### src/rtl/seg_scan_driver.sv
// ============================================================================
// Module   : seg_scan_driver
// Brief    : 4-digit multiplexed 7-segment scanner with per-slot anti-ghost blanking.
// Revision : 1.0
// ============================================================================
`default_nettype none

module seg_scan_driver #(
  parameter int REFRESH_DIV = 50000,
  parameter int BLANK_CYC   = 4
) (
  input  logic       clk,
  input  logic       reset,
  input  logic       enable,
  input  logic [3:0] ad_nib,
  input  logic [3:0] blank_mask,
  input  logic [3:0] dp_mask,
  output logic [1:0] seg_sel,
  output logic [3:0] an,
  output logic [6:0] seg,
  output logic       dp,
  output logic       frame_done
);

  localparam int            CW          = $clog2(REFRESH_DIV);
  localparam logic [CW-1:0] C_LAST      = CW'(REFRESH_DIV - 1);
  localparam logic [CW-1:0] C_BLANK_END = CW'(BLANK_CYC - 1);

  typedef enum logic [0:0] {
    ST_BLANK = 1'b0,
    ST_SHOW  = 1'b1
  } state_t;

  state_t        state_q, state_d;
  logic [CW-1:0] cnt_q, cnt_d;
  logic [CW-1:0] w_cnt;
  logic [1:0]    sel_q, sel_d;
  logic [3:0]    an_q, an_d;
  logic [6:0]    seg_q, seg_d;
  logic          dp_q, dp_d;
  logic          fd_q, fd_d;
  logic          paused_q, paused_d;

  function automatic logic [6:0] f_decode(input logic [3:0] nib);
    logic [6:0] s;
    case (nib)
      4'h0:    s = 7'h40;
      4'h1:    s = 7'h79;
      4'h2:    s = 7'h24;
      4'h3:    s = 7'h30;
      4'h4:    s = 7'h19;
      4'h5:    s = 7'h12;
      4'h6:    s = 7'h02;
      4'h7:    s = 7'h78;
      4'h8:    s = 7'h00;
      4'h9:    s = 7'h10;
      4'hA:    s = 7'h08;
      4'hB:    s = 7'h03;
      4'hC:    s = 7'h46;
      4'hD:    s = 7'h21;
      4'hE:    s = 7'h06;
      default: s = 7'h0E;
    endcase
    return s;
  endfunction

  // After a pause the held count is ignored so the same digit restarts a full slot.
  assign w_cnt = paused_q ? '0 : cnt_q;

  always_comb begin
    cnt_d    = cnt_q;
    state_d  = state_q;
    sel_d    = sel_q;
    fd_d     = 1'b0;
    paused_d = paused_q;
    an_d     = 4'hF;
    seg_d    = f_decode(ad_nib);
    dp_d     = ~dp_mask[sel_q];

    if (!enable) begin
      state_d  = ST_BLANK;
      paused_d = 1'b1;
    end else begin
      paused_d = 1'b0;
      if (w_cnt == C_LAST) begin
        cnt_d   = '0;
        sel_d   = sel_q + 2'd1;
        state_d = ST_BLANK;
        fd_d    = (sel_q == 2'd3);
      end else begin
        cnt_d = w_cnt + CW'(1);
        if (state_q == ST_BLANK && w_cnt == C_BLANK_END) begin
          state_d = ST_SHOW;
        end
      end
      // Anode decode is one-hot by construction, so no two digits can ever be lit.
      if (state_d == ST_SHOW && !blank_mask[sel_d]) begin
        an_d = ~(4'b0001 << sel_d);
      end
    end
  end

  always_ff @(posedge clk) begin
    if (reset) begin
      state_q  <= ST_BLANK;
      cnt_q    <= '0;
      sel_q    <= 2'd0;
      an_q     <= 4'hF;
      seg_q    <= 7'h7F;
      dp_q     <= 1'b1;
      fd_q     <= 1'b0;
      paused_q <= 1'b0;
    end else begin
      state_q  <= state_d;
      cnt_q    <= cnt_d;
      sel_q    <= sel_d;
      an_q     <= an_d;
      seg_q    <= seg_d;
      dp_q     <= dp_d;
      fd_q     <= fd_d;
      paused_q <= paused_d;
    end
  end

  assign seg_sel    = sel_q;
  assign an         = an_q;
  assign seg        = seg_q;
  assign dp         = dp_q;
  assign frame_done = fd_q;

endmodule

`default_nettype wire

### config.mk
export PLATFORM = sky130hd
export DESIGN_NAME = seg_scan_driver
export DESIGN_NICKNAME = d
export VERILOG_FILES = /design/src/rtl/seg_scan_driver.sv
export SDC_FILE = /design/constraint.sdc
export NUM_CORES = 1
export LEC_CHECK = 0
export ABC_AREA = 1
export CAP_MARGIN = 40
export CORE_MARGIN = 1.5
export CORE_UTILIZATION = 58
export DETAILED_ROUTE_END_ITERATION = 6
export MAX_ROUTING_LAYER = met4
export PLACE_DENSITY = 0.94
export SYNTH_ARGS = -nofsm -noshare
export SYNTH_HDL_FRONTEND = slang
export SYNTH_SLANG_ARGS = --single-unit
### constraint.sdc
create_clock -name clk -period 2.6 [get_ports clk]
set_input_delay 0.65 -clock clk [delete_from_list [all_inputs] [get_ports clk]]
set_output_delay 0.65 -clock clk [all_outputs]
set_load 0.01 [all_outputs]
**Routing congestion**

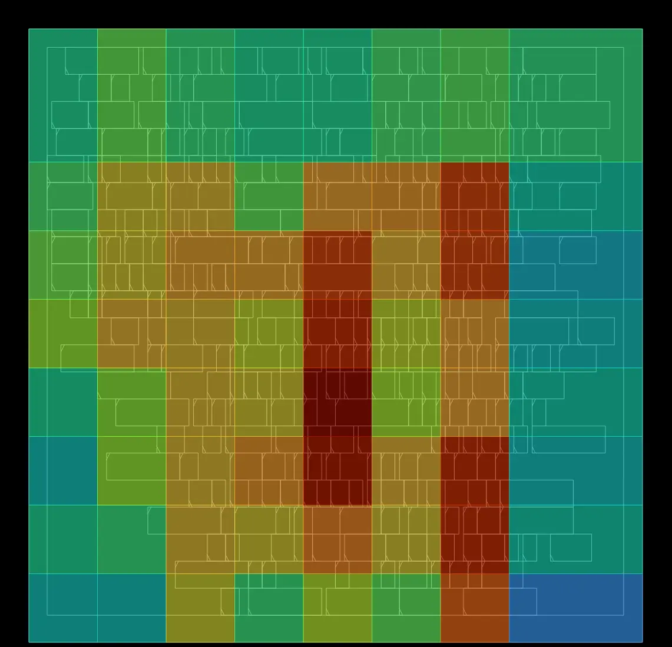
Core Util, Final: 0.7166
WL/cell: 11.94 µm
met2 Use GR: 0.4045

**Drive-strength map**

(8 px per µm)
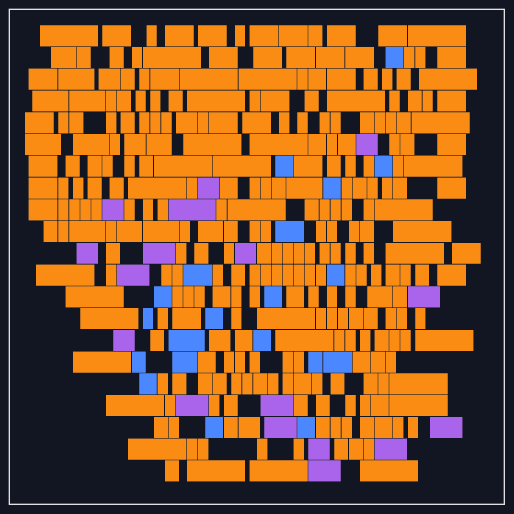
[orange] drive 1 or less | cells: 284
[blue] drive 2 | cells: 20
[purple] drive 3 to 4 | cells: 17
Finished Cell Area: 2372 µm²
P&R area growth vs syn: 18.72%

**Where the registers sit**

(6 px per µm) Other sequential cells in the stronger grey, the rest of the logic in the fainter grey.
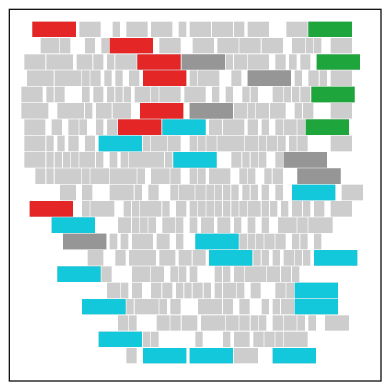
[red] `seg` | sequential cells: 7
[green] `an` | sequential cells: 4 | where: top right
[cyan] `cnt_q` | sequential cells: 16
not coloured: 6
seq pwr: 523 µW
sequential portion of the cell area: 0.2785

**Zoomed window**

Window x 18 to 43, y 18 to 43 µm. Cells in grey, sequential cells in the stronger grey; small squares are vias.
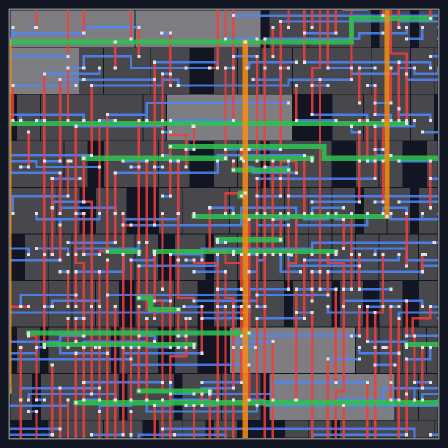
[green] met3
[blue] met1
[red] met2
[orange] met4
most frequent: nand2_1 (25), nor2_1 (19)
cells with their middle in the window: 88
netlist names of flops here include: `cnt_q` (5), `seg` (1)
sequential cells in the window: 6

**M2 wires**

(6 px per µm)
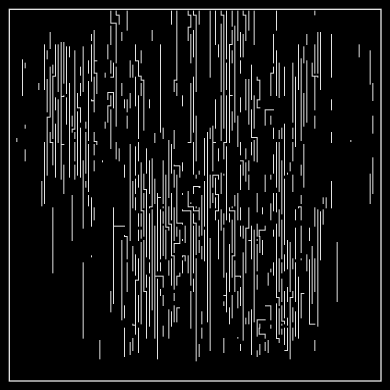
wire length on this layer: 2080 µm
share of all routed wire: 47%
final wirelength: 4.382 mm
Vias: 1952

==> run summary <==
Critical-path maximum fanout - 11
Ys async rst share - 0
Setup CP Type - register to register
Final setup violation count - 0
Largest net degree at the start of global routing - 21
Rel. slew slack - 0.6454
CTS Buf Count - 5
Clock-pin slew on the worst setup and hold paths - 100 ps
Deepest clock path buffer count - 2
Cells after synthesis - 286
Power Density - 385.6 nW/µm²
H-tree levels - 2
Post-Syn Area - 1998 µm²
Residual DRC count - 0
Synth flops - 33
Data required time of the critical path - 2830 ps
Worst r2r src - cnt_q[0]
Top cell excl fill/tap - nand2_1
Pre-Place Util - 0.6036
Ant diodes - 0
RSZ-0062 raised after global routing - no
CP Capture Type - register
Total number of yosys warnings - 0
Avg Cell Area, Syn - 6.987 µm²
Root buffer cell - clkbuf_4
Vias in the first global route - 1615
Status - finished, final reports clean
Final hold vios - 0
Minimum clock period after layout - 2105 ps
DR pass1 iterations - 4
Cell Rows - 21
Net Count, Synth - 309
GP Congestion - 0.9098
HP Class - register to register
Tool warnings - 31
Late-Pin Clk Latency - 350 ps
Peak VDD IR - 262.4 µV
Synth Seq Share - 0.3306
Yosys cell types - 36
# IOs - 30
Placed cell areas - 2321 µm²
Core ar. - 3311 µm²
Die area - 3806 µm²
Post-CTS setup buffer count - 0
Clock sinks - 33
Chip Area, Yosys - 1998 µm²
Port Buf Inserts - 29
Tcrit/Tclk final - 0.8097
Min-delay src - cnt_q[14]
Hold_buf cts - 0
Top Layout Cells - 60 x nand2_1, 38 x nor2_1, 35 x inv_1
Post-route ant nets - 0
Antenna violations before repair - 0
Worst Setup SP - cnt_q[0]
CTS tree - built
GRT overflow - 0
Drt initial violations - 108
Dominant flop cell - dfxtp_1
Post-DP HPWL - 3.360 mm
Worst slew pin tran - 531.1 ps
Setup TNS - 0 ps
CTS resizes - 0
Crit path launch type - register
Die W - 61.70 µm
All-Layer GR Usage - 0.2563
Die Ht - 61.70 µm
Clk_skew - 12.29 ps
Nets - 343
FMAX - 475.0 MHz
Ys cells - 286
Critical path arrival - 2340 ps
==> per-stage QoR <==
step	instances	setup slack, ps	hold slack, ps	total power, µW	utilization
3_3_place_gp	359	558.4	476.4	644.6	0.7011
2_1_floorplan	286	858.6	452.4	593.5	-
4_1_cts	367	530.4	492.0	919.0	0.7166
3_5_place_dp	359	444.9	478.6	647.9	0.7011
5_1_grt	367	292.8	543.5	954.9	0.7166
6_report	367	494.8	492.5	914.8	0.7166
==> cell type report <==
type / count / area (µm²)
Fill cell: 291 / 938.4
Timing Repair Buffer: 31 / 305.3
Sequential cell: 33 / 660.6
Clock inverter: 2 / 10.01
Multi-Input combinational cell: 212 / 1159
Clock buffer: 6 / 41.29
Inverter: 37 / 138.9
Tap cell: 46 / 57.56
==> per-layer routing <==
layer,GRT usage,part of all wire,vias up,routed length [µm]
met5,-,0,-,0
met4,0.08511,0.023,0,100
met3,0.06211,0.057,9,251
met2,0.4045,0.47,61,2080
met1,0.3226,0.44,879,1949
li1,-,-,1003,-
==> worst max-delay path, stage by stage (launching register included) <==
cell and delay, ps:
dfxtp_1 330, inv_1 80, nor2_1 150, ha_1 230
nand2_1 120, inv_1 80, nand2_1 100, nor2_1 150
nand3_2 150, nand2_2 140, inv_1 180, a32o_1 280
==> synthesized netlist by cell type (2+ instances only) <==
library cell / number / area share
ha_1: 8 / 0.050
o22ai_1: 7 / 0.022
inv_1: 35 / 0.066
nand3_1: 24 / 0.060
nand2_2: 9 / 0.028
nor2_2: 3 / 0.0094
nor2_1: 38 / 0.071
nor2_4: 2 / 0.011
a21oi_1: 6 / 0.015
o21ai_0: 20 / 0.050
dfxtp_1: 33 / 0.33
nor3_1: 4 / 0.010
o21ai_1: 2 / 0.0050
nand2_4: 7 / 0.039
nand2_1: 60 / 0.11
xor2_1: 2 / 0.0088
nand4_1: 5 / 0.016
o311ai_0: 2 / 0.0088
nand3_2: 2 / 0.010
==> cell families after synthesis <==
group                      count (synthesis)  synth area share
and+or+nand+nor                          158            0.3914
DFF                                       33            0.3306
adders and majority gates                  8           0.05010
xor gates and xnor gates                   3           0.01315
buffers and inverters                     41           0.08954
AOI/OAI and AO/OA                         43            0.1252
==> sequential cells by signal, summed over array words and instances, names as in the netlist <==
signal / count
cnt_q: 16
seg: 7
an: 4
seg_sel: 2
dp: 1
frame_done: 1
paused_q: 1
state_q: 1
==> path summary, 6_finish.rpt <==
kind	to	slack, ps	cells after the start
max	cnt_q[4]	490	11
min	cnt_q[14]	490	2
max reg2reg	cnt_q[4]	490	11
min reg2reg	cnt_q[14]	490	2
==> report_power, final <==
| part | internal [µW] | switching, µW | total, µW |
|---|---|---|---|
| logic | 53.0 | 61.2 | 114 |
| clock network | 103 | 175 | 278 |
| registers | 518 | 4.68 | 523 |
| total | 674 | 241 | 915 |
Power figures rest on the tool's default switching activity, not on a simulated workload.
